`config.mk`:
```
export PLATFORM = sky130hd
export DESIGN_NAME = sha256_sequencer
export DESIGN_NICKNAME = d
export VERILOG_FILES = /design/src/rtl/sha256_pkg.sv /design/src/rtl/sha256_block_buffer.sv /design/src/rtl/sha256_sequencer.sv
export SDC_FILE = /design/constraint.sdc
export NUM_CORES = 2
export LEC_CHECK = 0
export ABC_AREA = 0
export CAP_MARGIN = 20
export CORE_AREA = 2 2 423 425
export DETAILED_ROUTE_END_ITERATION = 16
export DIE_AREA = 0 0 425 427
export MAX_ROUTING_LAYER = met4
export SLEW_MARGIN = 10
export SYNTH_ARGS = -nofsm -noshare
export SYNTH_HDL_FRONTEND = slang
export SYNTH_SLANG_ARGS = --single-unit
```
`constraint.sdc`:
```
create_clock -name clk_i -period 3.4 [get_ports clk_i]
set_input_delay 1.02 -clock clk_i [delete_from_list [all_inputs] [get_ports clk_i]]
set_output_delay 1.02 -clock clk_i [all_outputs]
set_load 0.05 [all_outputs]
```
`src/rtl/sha256_pkg.sv`:
```
// -----------------------------------------------------------------------------
// sha256_pkg
// Shared definitions for the SHA-256 message sequencer:
//   - sha_seq_fsm_e : sequencer state encoding (also visible on dbg_state_o)
//   - WordSize      : stream word width in bits
//   - LenWidth      : width of the SHA-2 message bit-length field
//   - PadByte       : SHA-2 end-of-message marker byte
//   - pad_last_word : places the marker after the valid bytes of a final word
// -----------------------------------------------------------------------------
package sha256_pkg;

   localparam int         WordSize = 32;
   localparam int         LenWidth = 64;
   localparam logic [7:0] PadByte  = 8'h80;

   typedef enum logic [3:0] {
      IDLE  = 4'd0,
      CLR   = 4'd1,
      FILL  = 4'd2,
      PAD2  = 4'd3,
      LEN   = 4'd4,
      ISSUE = 4'd5,
      WAIT  = 4'd6,
      DONE  = 4'd7,
      ERROR = 4'd8
   } sha_seq_fsm_e;

   // Keeps the first n bytes (big-endian), puts the marker in byte n and
   // zeroes the rest. With n = 4 the word is returned unchanged; the marker
   // then belongs to the following word.
   function automatic logic [WordSize-1:0] pad_last_word(
      input logic [WordSize-1:0] d,
      input logic [2:0]          n
   );
      logic [WordSize-1:0] w;
      case (n)
         3'd0:    w = {PadByte, 24'h0};
         3'd1:    w = {d[31:24], PadByte, 16'h0};
         3'd2:    w = {d[31:16], PadByte, 8'h0};
         3'd3:    w = {d[31:8], PadByte};
         default: w = d;
      endcase
      return w;
   endfunction

endpackage

```
`src/rtl/sha256_block_buffer.sv`:
```
// -----------------------------------------------------------------------------
// sha256_block_buffer
// 16 x 32-bit block store feeding the SHA-256 core.
// Ports:
//   i_clk, i_rst   : clock, synchronous active-high reset (buffer cleared)
//   i_clr          : zero the whole buffer
//   i_clr_marker   : with i_clr, place the marker word in word 0 (spilled pad)
//   i_wr           : write i_data at word i_idx
//   i_last         : the written word is the message's last; insert marker
//   i_bytes        : valid bytes of the written word
//   i_len_wr       : write i_len into words 14..15
//   o_block        : packed block, word 0 in [511:480]
// Operations are mutually exclusive by construction in the sequencer; the
// priority below only matters for robustness.
// -----------------------------------------------------------------------------
module sha256_block_buffer
   import sha256_pkg::*;
(
   input  logic                i_clk,
   input  logic                i_rst,
   input  logic                i_clr,
   input  logic                i_clr_marker,
   input  logic                i_wr,
   input  logic [3:0]          i_idx,
   input  logic [WordSize-1:0] i_data,
   input  logic [2:0]          i_bytes,
   input  logic                i_last,
   input  logic                i_len_wr,
   input  logic [LenWidth-1:0] i_len,
   output logic [511:0]        o_block
);

   logic [WordSize-1:0] r_words [16];

   always_ff @(posedge i_clk) begin
      if (i_rst || i_clr) begin
         for (int i = 0; i < 16; i++) r_words[i] <= '0;
         if (!i_rst && i_clr_marker) r_words[0] <= {PadByte, 24'h0};
      end else if (i_len_wr) begin
         r_words[14] <= i_len[63:32];
         r_words[15] <= i_len[31:0];
      end else if (i_wr) begin
         if (i_last) begin
            r_words[i_idx] <= pad_last_word(i_data, i_bytes);
            // A full final word pushes the marker into the next word; at
            // word 15 it spills into the next block instead (i_clr_marker).
            if (i_bytes == 3'd4 && i_idx != 4'd15)
               r_words[i_idx + 4'd1] <= {PadByte, 24'h0};
         end else begin
            r_words[i_idx] <= i_data;
         end
      end
   end

   for (genvar g = 0; g < 16; g++) begin : g_pack
      assign o_block[511-32*g -: 32] = r_words[g];
   end

endmodule

```
`src/rtl/sha256_sequencer.sv`:
```
// -----------------------------------------------------------------------------
// sha256_sequencer
// Message-level controller for one sha256_core: assembles 512-bit blocks from
// a 32-bit big-endian word stream, applies SHA-2 padding and chains blocks.
// Optional feature: define SHA_SEQ_WATCHDOG_EN to add a per-block watchdog
// (TimeoutCycles cycles in ISSUE/WAIT without a completion event -> ERROR).
// Ports:
//   clk_i, rst_i            : clock, synchronous active-high reset
//   start_i                 : abort and begin a new message (highest priority)
//   data_i/data_bytes_i/data_last_i/data_valid_i/data_ready_o : word stream
//   core_block_o, core_enable_o, core_rst_o : to core
//   core_hold_i, core_idle_i, core_digest_i, core_digest_valid_i : from core
//   digest_o, digest_valid_o: final digest, valid sticky until start/reset
//   busy_o, err_o           : status
//   dbg_state_o             : current FSM state (sha_seq_fsm_e encoding)
// Handshake: a word transfers on a rising clk edge where data_valid_i and
// data_ready_o are both high and start_i is low; data_ready_o depends on state
// only, so the source may hold valid high across block boundaries.
// -----------------------------------------------------------------------------
module sha256_sequencer
   import sha256_pkg::*;
#(
   parameter int BlockWidth    = 512,
   parameter int DigestWidth   = 256,
   parameter int TimeoutCycles = 96
) (
   input  logic                   clk_i,
   input  logic                   rst_i,
   input  logic                   start_i,
   input  logic [WordSize-1:0]    data_i,
   input  logic [2:0]             data_bytes_i,
   input  logic                   data_last_i,
   input  logic                   data_valid_i,
   output logic                   data_ready_o,
   output logic [BlockWidth-1:0]  core_block_o,
   output logic                   core_enable_o,
   output logic                   core_rst_o,
   input  logic                   core_hold_i,
   input  logic                   core_idle_i,
   input  logic [DigestWidth-1:0] core_digest_i,
   input  logic                   core_digest_valid_i,
   output logic [DigestWidth-1:0] digest_o,
   output logic                   digest_valid_o,
   output logic                   busy_o,
   output logic                   err_o,
   output logic [3:0]             dbg_state_o
);

   sha_seq_fsm_e         r_state;
   logic [LenWidth-1:0]  r_byte_cnt;
   logic [3:0]           r_idx;
   logic                 r_final;     // block in flight is the last one
   logic                 r_pad2_pend; // a padding-only block must follow
   logic                 r_spill;     // that block starts with the marker
   logic                 r_seen;      // core has visibly started this block
   logic [DigestWidth-1:0] r_digest;

   logic w_accept, w_bad_bytes, w_wr, w_marker_late;
   logic w_clr, w_clr_marker, w_len_wr;
   logic w_evt_next, w_evt_done, w_evt_err, w_timeout;
   logic [511:0] w_block;

   assign w_accept    = (r_state == FILL) && data_valid_i && !start_i;
   assign w_bad_bytes = (data_bytes_i > 3'd4) || (data_bytes_i == 3'd0 && !data_last_i);
   assign w_wr        = w_accept && !w_bad_bytes;

   // Marker in word 14/15 (or spilled past 15) leaves no room for the length.
   assign w_marker_late = (data_bytes_i == 3'd4) ? (r_idx >= 4'd13) : (r_idx >= 4'd14);

   assign w_evt_next = (r_state == WAIT) && r_seen && !r_final && core_hold_i;
   assign w_evt_done = (r_state == WAIT) && r_seen && r_final && core_digest_valid_i;
   assign w_evt_err  = (r_state == WAIT) && r_seen &&
                       ((!r_final && !core_hold_i && core_digest_valid_i) ||
                        (r_final && !core_digest_valid_i && core_hold_i));

   assign w_clr        = (r_state == CLR) || (r_state == PAD2) || w_evt_next;
   assign w_clr_marker = (r_state == PAD2) && r_spill;
   assign w_len_wr     = (r_state == LEN) && !start_i;

`ifdef SHA_SEQ_WATCHDOG_EN
   localparam int WdW = $clog2(TimeoutCycles + 1);
   logic [WdW-1:0] r_wd_cnt;

   always_ff @(posedge clk_i) begin
      if (rst_i || start_i || !(r_state == ISSUE || r_state == WAIT))
         r_wd_cnt <= '0;
      else
         r_wd_cnt <= r_wd_cnt + 1'b1;
   end

   assign w_timeout = (r_state == WAIT) && (r_wd_cnt == WdW'(TimeoutCycles - 1));
`else
   assign w_timeout = 1'b0;
`endif

   sha256_block_buffer u_buf (
      .i_clk        (clk_i),
      .i_rst        (rst_i),
      .i_clr        (w_clr),
      .i_clr_marker (w_clr_marker),
      .i_wr         (w_wr),
      .i_idx        (r_idx),
      .i_data       (data_i),
      .i_bytes      (data_bytes_i),
      .i_last       (data_last_i),
      .i_len_wr     (w_len_wr),
      .i_len        ({r_byte_cnt[LenWidth-4:0], 3'b000}),
      .o_block      (w_block)
   );

   always_ff @(posedge clk_i) begin
      if (rst_i) begin
         r_state     <= IDLE;
         r_byte_cnt  <= '0;
         r_idx       <= '0;
         r_final     <= 1'b0;
         r_pad2_pend <= 1'b0;
         r_spill     <= 1'b0;
         r_seen      <= 1'b0;
         r_digest    <= '0;
      end else if (start_i) begin
         r_state     <= CLR;
         r_final     <= 1'b0;
         r_pad2_pend <= 1'b0;
         r_spill     <= 1'b0;
         r_seen      <= 1'b0;
      end else begin
         case (r_state)
            CLR: begin
               r_byte_cnt <= '0;
               r_idx      <= '0;
               if (core_idle_i) r_state <= FILL;
            end
            FILL: begin
               if (data_valid_i) begin
                  if (w_bad_bytes) begin
                     r_state <= ERROR;
                  end else begin
                     r_byte_cnt <= r_byte_cnt + LenWidth'(data_bytes_i);
                     if (!data_last_i) begin
                        if (r_idx == 4'd15) begin
                           r_final <= 1'b0;
                           r_state <= ISSUE;
                        end
                        r_idx <= r_idx + 4'd1;
                     end else if (w_marker_late) begin
                        r_final     <= 1'b0;
                        r_pad2_pend <= 1'b1;
                        r_spill     <= (data_bytes_i == 3'd4) && (r_idx == 4'd15);
                        r_state     <= ISSUE;
                     end else begin
                        r_state <= LEN;
                     end
                  end
               end
            end
            PAD2: begin
               r_pad2_pend <= 1'b0;
               r_spill     <= 1'b0;
               r_state     <= LEN;
            end
            LEN: begin
               r_final <= 1'b1;
               r_state <= ISSUE;
            end
            ISSUE: begin
               r_seen  <= 1'b0;
               r_state <= WAIT;
            end
            WAIT: begin
               if (!core_hold_i && !core_idle_i) r_seen <= 1'b1;
               if (w_evt_next) begin
                  r_idx   <= '0;
                  r_state <= r_pad2_pend ? PAD2 : FILL;
               end else if (w_evt_done) begin
                  r_digest <= core_digest_i;
                  r_state  <= DONE;
               end else if (w_evt_err || w_timeout) begin
                  r_state <= ERROR;
               end
            end
            default: ;
         endcase
      end
   end

   assign data_ready_o   = (r_state == FILL);
   assign core_enable_o  = (r_state == ISSUE) || (r_state == WAIT);
   assign core_rst_o     = (r_state == IDLE) || (r_state == CLR) || (r_state == ERROR);
   assign core_block_o   = w_block;
   assign digest_o       = r_digest;
   assign digest_valid_o = (r_state == DONE);
   assign err_o          = (r_state == ERROR);
   assign busy_o         = !((r_state == IDLE) || (r_state == DONE) || (r_state == ERROR));
   assign dbg_state_o    = r_state;

endmodule

```
**Congestion heat map**

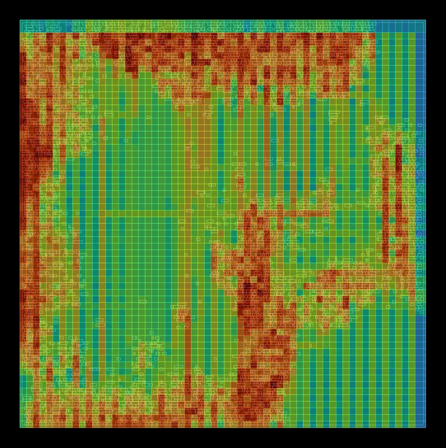
routing usage on met2: 34.8%
grt met3 use: 4.36%
drt wl/cell: 26.0 um

**Close-up of the layout**

Scale bar: 10 um. Region (192, 108) to (232, 148) um. Cells in gray, sequential cells in the stronger gray; small squares are vias.
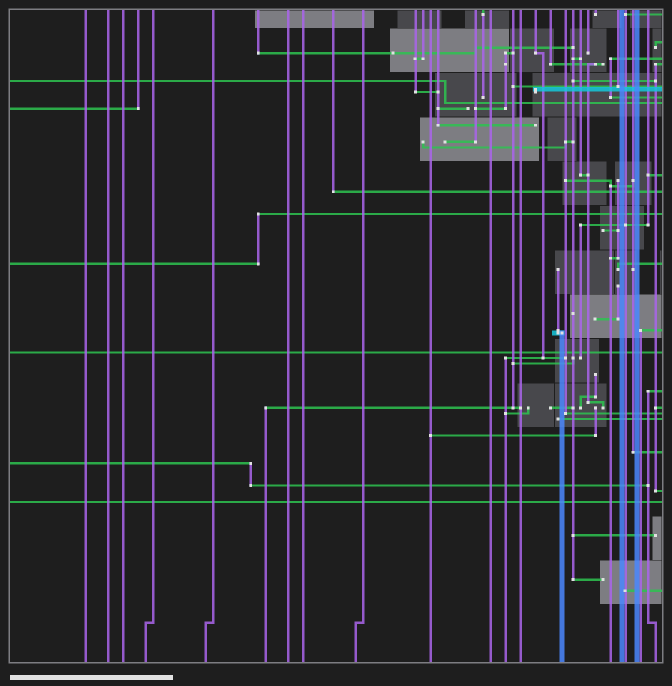
| color | layer |
|---|---|
| green | met1 |
| purple | met2 |
| cyan | met3 |
| blue | met4 |
netlist names of flops here include: dbg_state_o (2), u_buf.r_words (2)
cells with their middle in the window: 17
sequential cells in the window: 4
most frequent: dfxtp_1 (4), buf_4 (3)

**Signal wires on met1**

Scale bar: 100 um. Supply wires on this layer in gray.
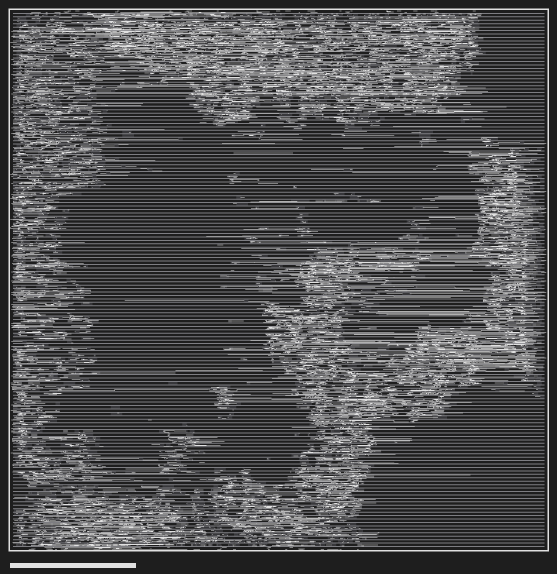
wire length on this layer: 60.9 mm
longest straight run: 129 um
main direction: horizontal
nets with wire on the layer: 4536
GR Util met1: 18.7%
total vias in the final route: 31898
drt total wl: 185000 um

**Met2 routing**

Scale bar: 100 um.
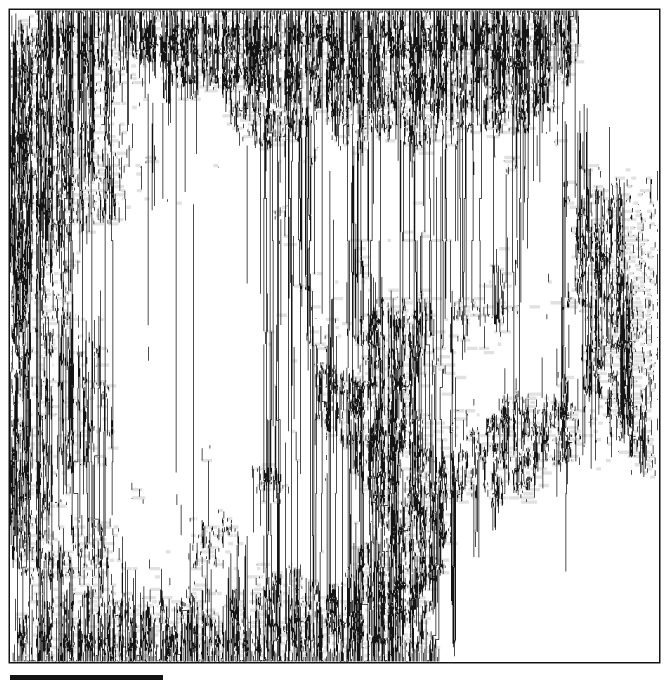
nets with wire on the layer: 4257
share of all routed wire: 51%

==> summary.txt <==
Status of the implementation.

- In this run the number of cells on the critical path is 1.
- Yosys shows that the main logic family after synthesis is AND-OR/OR-AND gates.
- For this run, asynchronously set or reset flops after synthesis account for 0%.
- The power of the sequential group is 9.86 mW, for reference.
- The busiest metal layer after global routing is met2, for reference.
- The min-delay analysis places its worst path in the category flop to flop.
- The fraction of standard cell area in multi-input logic is 25.5%, for reference.
- The DRC violations left is 0, for reference.
- Measured along the x axis, the die boundary spans 425 um.
- The multi-input logic cell count is 2322, for reference.
- The share of post-route cells with drive strength above 1 is between 10% and 20%, for reference.
- The worst reg-to-reg path cell count is 8, for reference.
- The number of maximum-capacitance violations recorded for the run is 0.
- Tap insertion was completed with 2355 tapcells.
- The flow ran to the end, and the final reports show no timing, DRC or antenna violations.
- Between the synthesized netlist and the finished layout, the area growth was recorded as 64.5%.
- After detailed placement, the total cell area comes to between 40000 and 50000 um^2.
- The via count of the first global-routing pass is 30927, for reference.
- The final cell count without fillers is 7106, for reference.
- The final critical path time including I/O delays and setup is 3.31 ns, for reference.
- Routed signal wires occupy layers up through met4.
- For reference, the top cells by count after synthesis are sky130_fd_sc_hd__dfxtp_1, sky130_fd_sc_hd__nand2_1, sky130_fd_sc_hd__nor2_1.
- Before CTS, the worst setup slack after placement is -0.680 ns.
- The count of buffers from port buffering is 1076, for reference.
- After routing the design area is 50700 um^2.
- The most common logic cells in the final layout are sky130_fd_sc_hd__clkdlybuf4s50_1, sky130_fd_sc_hd__dfxtp_1, sky130_fd_sc_hd__nand2_1.
- The remaining global-route overflow is 0, for reference.
- The portion of total power attributed to combinational logic is 6.7%, for reference.
- The initial antenna violation count came to 37.
- The basic-gate share of the synthesized area counting and, or, nand and nor cells is 19.0%, for reference.
- Entering global routing, the biggest net connects roughly 160 pins.
- The instance tally after logic synthesis is between 3000 and 4000, for reference.
- The cell count after placement is 6894, for reference.
- Walking the worst path, the cells encountered are clkdlybuf4s50_1.
- The synthesized netlist devotes 0.471% of its cell area to adder and majority cells.
- The area reported by Yosys stat is between 30000 and 40000 um^2, for reference.
- The clock-net power is 11.9 mW, for reference.
- The synthesized netlist was found by Yosys to have roughly 3500 cells.
- The post-synth count of flops with an enable pin is 0.
- The most critical hold endpoint after final layout shows a slack of 0.438 ns.
- Per STA, the endpoint of the critical path is digest_o[168].
- Setup repair after global routing left no endpoint under its margin.
- According to the timing report, the critical path is launched from digest_o[168].
- The critical path is of the flop to output pin type.
- The number of cells on the worst hold path is listed as 2.
- The clock transition time at the flip-flop clock pins of the worst setup and hold paths is 0.06 ns, for reference.
- Per Yosys stat, the portion of area used by sequential elements is 54.7%.
- The overall die area is 181000 um^2, for reference.
- RePlAce ended its routability-driven mode at a weighted congestion of around 0.96.
- Counting the fill cells in the layout gives ~19000.
- After layout, the buffer instance count without clock buffers stands at roughly 1400.
- The I/O pin count is 1077, for reference.
- The antenna diode count is 27, for reference.
- Adding up every negative setup slack in the final design gives 0 ns.
- The layout has 20 inverters outside the clock class.
- For the worst reg-to-reg path, the startpoint reported by OpenROAD is dbg_state_o[2].
- The TritonCTS clock tree is done, for reference.
- CTS placed an instance of sky130_fd_sc_hd__clkbuf_16 at the clock tree root.
- The worst-case setup margin in the final layout is between 0.09 and 0.1 ns, for reference.
- The register-to-register setup slack is 0.47 ns, for reference.
- The first global-routing pass estimated 247000 um of wire.
- The number of nets in the synthesized netlist is 3797.
- For the worst min-delay path, the startpoint reported by OpenROAD is u_buf.r_words[3][31].
- The netlist area before placement is about 31000 um^2, for reference.
- The number of flip-flops in the largest register is roughly 510, for reference.
- The post-synthesis sequential element count is approximately 840, for reference.
- The register bank with the most flops is u_buf.r_words, for reference.
- The net count of the finished layout is 4950.
- Detailed placement finished with a half-perimeter wire length of 146000 um.
- The number of buffers and inverters on the critical path is 1, for reference.
- The number of unique standard cell types used by synthesis is around 80, for reference.
- The highest clock rate this design can be run at is roughly 300 MHz.
- The end of the worst register-to-register path is u_buf.r_words[3][30], for reference.
Power is estimated from default activity; no workload was simulated.
